<file path="src/rtl/tcb_img_packer_pkg.sv">
// Shared definitions for the image packer.
// Holds the default parameter values, the output FSM state encoding and a
// small helper used to size the fill index.
package tcb_img_packer_pkg;

  localparam int N_PIX_DEF = 121;  // 11x11 image
  localparam int PIX_W_DEF = 8;
  localparam int RES_W_DEF = 8;
  localparam int CNT_W_DEF = 16;

  // Output stage states. Encoding is fixed so it can be read back from the
  // fsm_state debug port.
  typedef enum logic [1:0] {
    ST_IDLE     = 2'd0,  // output buffer free
    ST_OFFER    = 2'd1,  // image offered, valid_top high
    ST_WAIT_RES = 2'd2   // image taken, waiting for the classification
  } out_state_t;

  // Width of a counter that must hold 0..n-1; never less than one bit.
  function automatic int idx_width(input int n);
    return (n <= 2) ? 1 : $clog2(n);
  endfunction

endpackage

</file>
<file path="src/rtl/tcb_sat_counter.sv">
// Saturating up-counter.
// Ports:
//   clk   - rising-edge clock
//   rst   - asynchronous active-high reset, clears the count
//   inc   - add one this cycle (ignored once the count is all ones)
//   count - current value, sticks at 2^CNT_W-1
module tcb_sat_counter
  import tcb_img_packer_pkg::*;
#(
  parameter int CNT_W = CNT_W_DEF
) (
  input  logic             clk,
  input  logic             rst,
  input  logic             inc,
  output logic [CNT_W-1:0] count
);

  always_ff @(posedge clk or posedge rst) begin
    if (rst) begin
      count <= '0;
    end else if (inc && (count != {CNT_W{1'b1}})) begin
      count <= count + CNT_W'(1);
    end
  end

endmodule

</file>
<file path="src/rtl/tcb_img_packer.sv">
// Image packer: collects a stream of pixels into a flat image, offers the
// image to a classification network and keeps hit/total statistics.
//
// Two buffers: the fill buffer receives the pixel stream while the output
// buffer holds the image (and its label) currently offered to or being
// processed by the network, so streaming of the next image overlaps the
// network's work on the previous one.
//
// Ports:
//   clk, rst             - clock (rising edge), async active-high reset
//   pix_in/pix_valid     - pixel stream in, pix_ready back-pressure out
//   label_in             - true class, sampled together with pixel 0
//   img_source/valid_top - flat image to the network, pixel 0 in the MSBs
//   ready_top            - network accepts the offered image
//   number/number_valid  - classification result strobe from the network
//   img_count/hit_count  - saturating statistics
//   fsm_state            - output FSM state, for observation only
//
// Handshakes: a transfer happens on a rising edge where valid and ready are
// both 1 (pix_valid/pix_ready for pixels, valid_top/ready_top for images).
// valid_top, once raised, stays high with img_source stable until the
// image is taken; number_valid is a single-cycle strobe with no ready and
// is only honoured while a result is awaited.
module tcb_img_packer
  import tcb_img_packer_pkg::*;
#(
  parameter int N_PIX = N_PIX_DEF,
  parameter int PIX_W = PIX_W_DEF,
  parameter int RES_W = RES_W_DEF,
  parameter int CNT_W = CNT_W_DEF
) (
  input  logic                   clk,
  input  logic                   rst,
  input  logic [PIX_W-1:0]       pix_in,
  input  logic                   pix_valid,
  output logic                   pix_ready,
  input  logic [RES_W-1:0]       label_in,
  output logic [N_PIX*PIX_W-1:0] img_source,
  output logic                   valid_top,
  input  logic                   ready_top,
  input  logic [RES_W-1:0]       number,
  input  logic                   number_valid,
  output logic [CNT_W-1:0]       img_count,
  output logic [CNT_W-1:0]       hit_count,
  output out_state_t             fsm_state
);

  localparam int IDX_W = idx_width(N_PIX);
  localparam int IMG_W = N_PIX * PIX_W;
  localparam logic [IDX_W-1:0] LAST_IDX = IDX_W'(N_PIX - 1);

  logic [IMG_W-1:0] fill_buf;
  logic [IDX_W-1:0] fill_idx;
  logic             fill_full;
  logic [RES_W-1:0] fill_label;
  logic [RES_W-1:0] out_label;
  out_state_t       state;

  logic accept;
  logic transfer;
  logic res_done;
  logic res_hit;

  assign pix_ready = ~fill_full;
  assign accept    = pix_valid & pix_ready;
  // The fill buffer only moves into an idle output stage; a result arriving
  // on the same edge as the last pixel therefore delays the move by a cycle.
  assign transfer  = fill_full & (state == ST_IDLE);
  assign res_done  = (state == ST_WAIT_RES) & number_valid;
  assign res_hit   = res_done & (number == out_label);
  assign valid_top = (state == ST_OFFER);
  assign fsm_state = state;

  // Fill stage. accept and transfer never coincide: accept needs the
  // buffer not full, transfer needs it full.
  always_ff @(posedge clk or posedge rst) begin
    if (rst) begin
      fill_buf   <= '0;
      fill_idx   <= '0;
      fill_full  <= 1'b0;
      fill_label <= '0;
    end else if (accept) begin
      // Pixel k lands in slot N_PIX-1-k so pixel 0 ends up in the MSBs.
      for (int k = 0; k < N_PIX; k++) begin
        if (fill_idx == IDX_W'(k)) begin
          fill_buf[(N_PIX-1-k)*PIX_W +: PIX_W] <= pix_in;
        end
      end
      if (fill_idx == '0) begin
        fill_label <= label_in;
      end
      if (fill_idx == LAST_IDX) begin
        fill_idx  <= '0;
        fill_full <= 1'b1;
      end else begin
        fill_idx <= fill_idx + IDX_W'(1);
      end
    end else if (transfer) begin
      fill_full <= 1'b0;
    end
  end

  // Output stage: holds image and label from transfer until the result.
  always_ff @(posedge clk or posedge rst) begin
    if (rst) begin
      state      <= ST_IDLE;
      img_source <= '0;
      out_label  <= '0;
    end else begin
      case (state)
        ST_IDLE: begin
          if (transfer) begin
            img_source <= fill_buf;
            out_label  <= fill_label;
            state      <= ST_OFFER;
          end
        end
        ST_OFFER: begin
          if (ready_top) begin
            state <= ST_WAIT_RES;
          end
        end
        ST_WAIT_RES: begin
          if (number_valid) begin
            state <= ST_IDLE;
          end
        end
        default: state <= ST_IDLE;
      endcase
    end
  end

  tcb_sat_counter #(.CNT_W(CNT_W)) u_img_cnt (
    .clk   (clk),
    .rst   (rst),
    .inc   (res_done),
    .count (img_count)
  );

  tcb_sat_counter #(.CNT_W(CNT_W)) u_hit_cnt (
    .clk   (clk),
    .rst   (rst),
    .inc   (res_hit),
    .count (hit_count)
  );

endmodule

</file>
<file path="config.mk">
export PLATFORM = sky130hd
export DESIGN_NAME = tcb_img_packer
export DESIGN_NICKNAME = d
export VERILOG_FILES = /design/src/rtl/tcb_img_packer_pkg.sv /design/src/rtl/tcb_sat_counter.sv /design/src/rtl/tcb_img_packer.sv
export SDC_FILE = /design/constraint.sdc
export NUM_CORES = 2
export LEC_CHECK = 0
export ABC_AREA = 1
export CAP_MARGIN = 20
export CORE_AREA = 2 2 401 403
export CTS_CLUSTER_DIAMETER = 40
export CTS_CLUSTER_SIZE = 28
export DETAILED_ROUTE_END_ITERATION = 10
export DIE_AREA = 0 0 403 405
export PLACE_DENSITY = 0.75
export SLEW_MARGIN = 15
export SYNTH_ARGS = -nofsm -noshare
export SYNTH_HDL_FRONTEND = slang
export SYNTH_SLANG_ARGS = --single-unit
</file>
<file path="constraint.sdc">
create_clock -name clk -period 202.3 [get_ports clk]
set_input_delay 50.575 -clock clk [delete_from_list [all_inputs] [get_ports clk]]
set_output_delay 50.575 -clock clk [all_outputs]
set_load 0.1 [all_outputs]
</file>
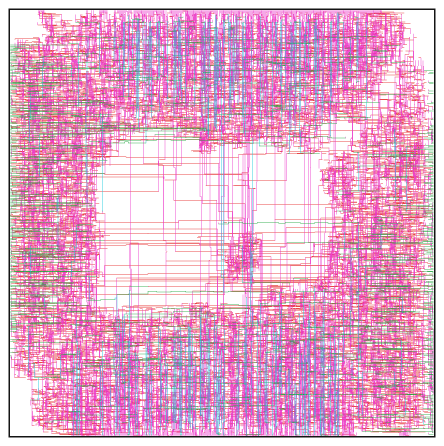
(images/layers.png)
Red is M1, wire length 92.0 mm. Green is M3, wire length 18800 um. Magenta is M2, wire length 109 mm. Cyan is M4, wire length 16200 um.
vias: 58608
final wirelength: 236200 um
routed length per instance: 21.44 um
gr usage total: 0.2853

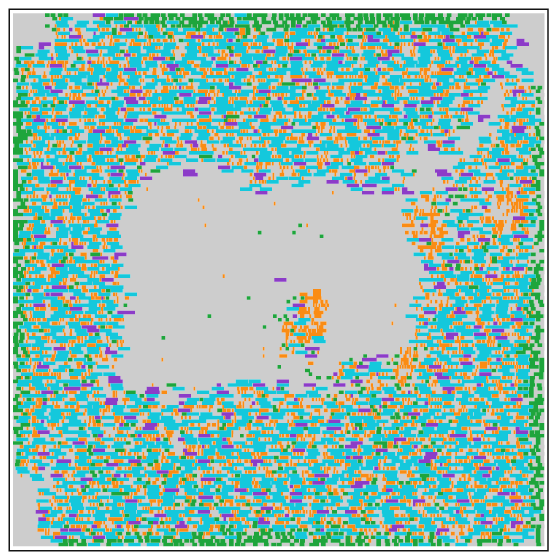
(images/class_map.png)
Fill, decap, tap and diode cells in grey.
Cyan is sequential cells, cells 1994. Orange is remaining logic cells, cells 5388. Green is remaining buffers and delay cells, cells 1116. Purple is clock drivers and dummy loads, cells 416.
post-route cell area: 93500 um2
total core area: 159300 um2
site row count: 147
post-layout util: 0.5870
register share of the cell area: 0.5337

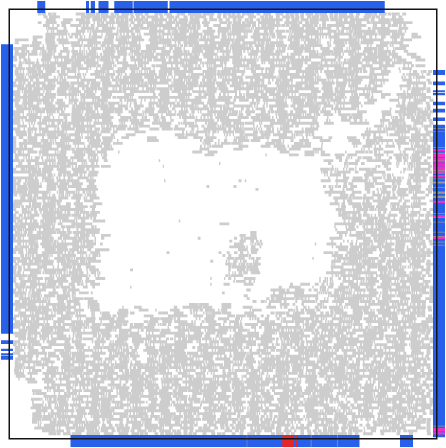
(images/pinout.png)
Pins as bars across the die edge, other pins in grey.
Blue is img_source, pins 968, direction output, edge 288 top, 282 bottom, 207 left, 191 right. Red is pix_in, pins 8, direction input, edge bottom. Magenta is img_count, pins 16, direction output, edge right.
All pins by edge: 308 bottom, 288 top, 230 right, 207 left.
die width: 403 um
die height: 405 um
port bufs: 1032

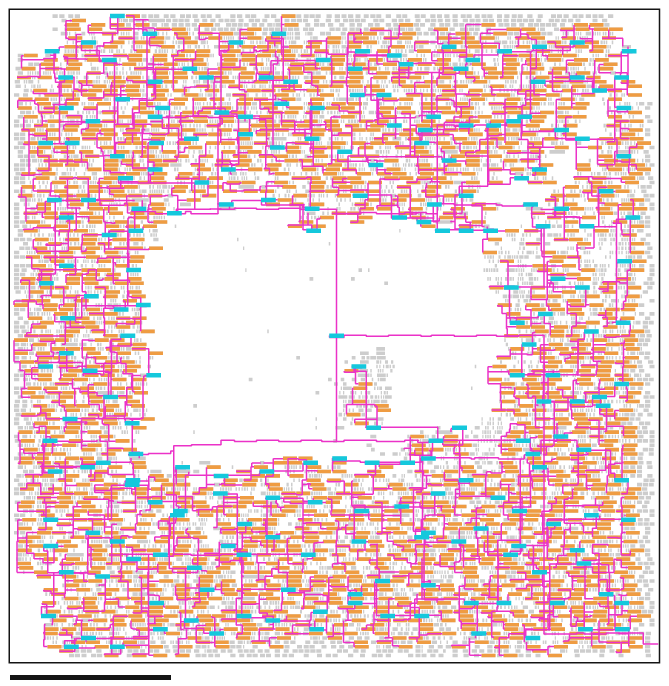
(images/clock_wires.png)
The bar under the picture is 100 um long.
Magenta is clock wires, length 22.7 mm. Orange is flip-flops, count 1994. Cyan is clock-net drivers, count 219.
Position of the flops: spread over the die. There are 220 routed clock nets.
Setup Skew: 0.07464 ns
worst skew pair latency: 0.87 ns
Clock power frac: 0.334

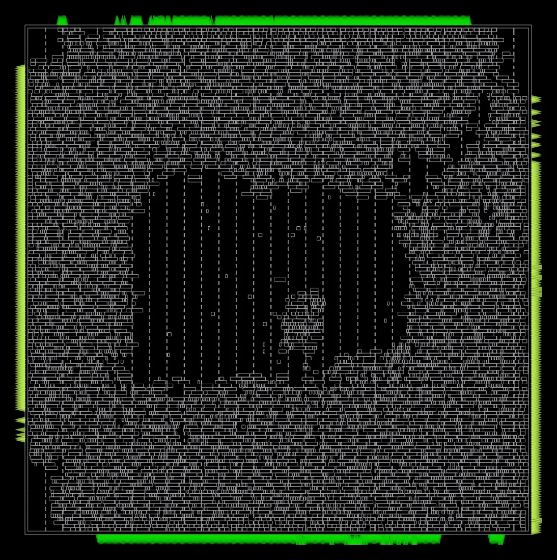
(images/placed.png)
flip-flops: 1994
Finished Layout Cells: 11019
Fillers: 13045
Tapcells: 2086

tightest hold or removal path, cell delays in order, from the launching register on:
cell and delay, ns:
dfrtp_1 0.35, nand2_1 0.05, nand2_1 0.05
registers in the layout, indices dropped and copies added (netlist names):
register	count
fill_buf	968
img_source	968
u_hit_cnt.count	16
u_img_cnt.count	16
fill_label	8
out_label	8
fill_idx	7
fsm_state	2
fill_full	1
power by group through the flow:
stage	Clock, W	Sequential [W]	Combinational, W
after global routing	0.000440	0.000499	0.000356
after detailed placement	0	0.000499	0.000338
after CTS	0.000422	0.000494	0.000339
final	0.000417	0.000495	0.000338
after global placement	0	0.000498	0.000334
after floorplan	0	0.000658	0.0000820
final cells by class:
cell class	count	area, um2	area share
Clock inverter	172	2098	0.02244
Antenna cell	19	47.55	0.0005085
Inverter	70	297.8	0.003185
Tap cell	2086	2610	0.02791
Clock buffer	244	5727	0.06125
Timing Repair Buffer	1116	11140	0.1191
Sequential cell	1994	49900	0.5337
Multi-Input combinational cell	5318	21680	0.2319
how the worst max path moves through the flow:
| stage | from | end | slack (ns) |
|---|---|---|---|
| global placement | rst | img_source[186] | 147.05 |
| floorplan | rst | fill_buf[0] | 95.41 |
| global route | rst | fill_buf[79] | 147.34 |
| detailed placement | rst | img_source[186] | 147.00 |
| finish | rst | img_source[188] | 148.07 |
| CTS | rst | fill_buf[79] | 147.89 |
kinds of logic after synthesis:
group | count (synthesis) | share of synthesized area
AOI/OAI and AO/OA | 1002 | 0.06829
xor gates and xnor gates | 22 | 0.002617
adders and majority gates | 6 | 0.001020
buffers and inverters | 528 | 0.02843
DFF | 1994 | 0.6778
and+or+nand+nor | 4288 | 0.2219
synth_stat cells, drive strengths merged:
cell	instances
nand3b	2
nand4	7
xnor2	14
ha	6
nand2	4143
a31oi	2
buf	62
xor2	8
nor2	73
inv	70
o21bai	1
o31ai	1
dfrtp	1994
clkbuf	396
nand3	45
o21ai	987
nor3	16
a21oi	8
a21boi	1
nand2b	1
o22ai	2
nor4	1
routing by layer:
metal,part of all wire,vias up
li1,-,26351
met1,0.39,29088
met2,0.46,2573
met3,0.079,596
met4,0.069,0
met5,0,-
per-stage QoR:
stage | hold WS (ns) | instances | area (um2) | worst slack (ns) | total power [W]
6_report | 0.4073 | 11019 | 93500 | 148.07 | 0.001251
5_1_grt | 0.4346 | 11014 | 93490 | 147.34 | 0.001296
4_1_cts | 0.4032 | 10994 | 93280 | 147.89 | 0.001255
3_5_place_dp | 0.4501 | 10578 | 85460 | 147.00 | 0.0008373
2_1_floorplan | 0.4422 | 7840 | 73620 | 95.41 | 0.0007402
3_3_place_gp | 0.4508 | 10578 | 85460 | 147.05 | 0.0008315
==> impl_metrics.yaml <==
# yosys + openroad results
final_layout:
  layout_top_cell: "nand2_1"
  drive_above_1_share: 0.05979
  lay_top_cells: "nand2_1, dfrtp_1, clkdlybuf4s50_1"
  syn_to_final_growth_pct: 27.00
final_timing:
  max_slew_margin: 0.2147
  rsz0062_at_grt: "false"
  finalSetupTns_ns: 0
  finalSetupViolations: 0
  finalHoldViolCount: 0
  final_max_slew_viol_count: 0
  fmax_mhz: 18.44
setup_path:
  critPathRequiredTime_ns: 203.15
  max_stage_delay_ns: 0.85
  crit_path_start_kind: "primary input"
  arrival_ns: 55.09
  crit_buf_inv: 6
  reg2reg_setup_slack_ns: 197.33
  cp_max_fo: 145
  crit_top_cell: "buf_4"
  critPathTopFamily: "buffers and inverters"
  end_kind: "asynchronous set/reset pin"
  r2r_end: "img_source[754]"
  r2r_start: "fsm_state[1]"
  worstSetupPathType: "in2async"
clock_network:
  cts-buffers-inserted: 219
  h-tree-depth: 4
  post_cts.repair.setup_buffers: 0
  post_cts_resized: 0
  clk_pin_slew_worst_paths_ns: 0.07
  clockRootBuffer: "clkbuf_16"
  cts_tree: "done"
  ctsHoldBuffers: 0
detailed_routing:
  final_antenna_net_count: 0
  via_per_inst: 5.319
  drc_errors: 0
synth:
  yosys_cells: 7840
  ys_seq_share: 0.6778
  synth_flops: 1994
  synthCells: 7840
  syn-mean-instance-area_um2: 9.391
  yosys-stat-area_um2: 73620
  synth.yosys.warnings: 0
  yosys.area.top_type_share: 0.6778
  synth_area_um2: 73620
  syn_nets: 7875
  yosysTopAreaCell: "dfrtp_1"
pwr:
  leakage_nw: 46.75
  combPwrFrac: 0.270
  irDropWorstVdd_uv: 14.76
  power_frac_seq: 0.396
  p_sw_frac: 0.3974
floorplanning:
  pin_count: 1033
grt:
  grt_pass1_wl_um: 352400
  busiest_layer: "met2"
  use_met1: 0.3693
  antenna_found_initial: 21
  grt_pass1_vias: 56948
  grt_max_degree: 222
run_status:
  status: "finished, final reports clean"
worst_hold_path:
  worstHoldEndpoint: "img_source[437]"
  worstHoldStart: "fill_buf[437]"
  hp-class: "reg2reg"
placement:
  gp_congestion: 0.8528
flow_run:
  maxCapViolCount: 0
Power and IR drop assume default switching activity.
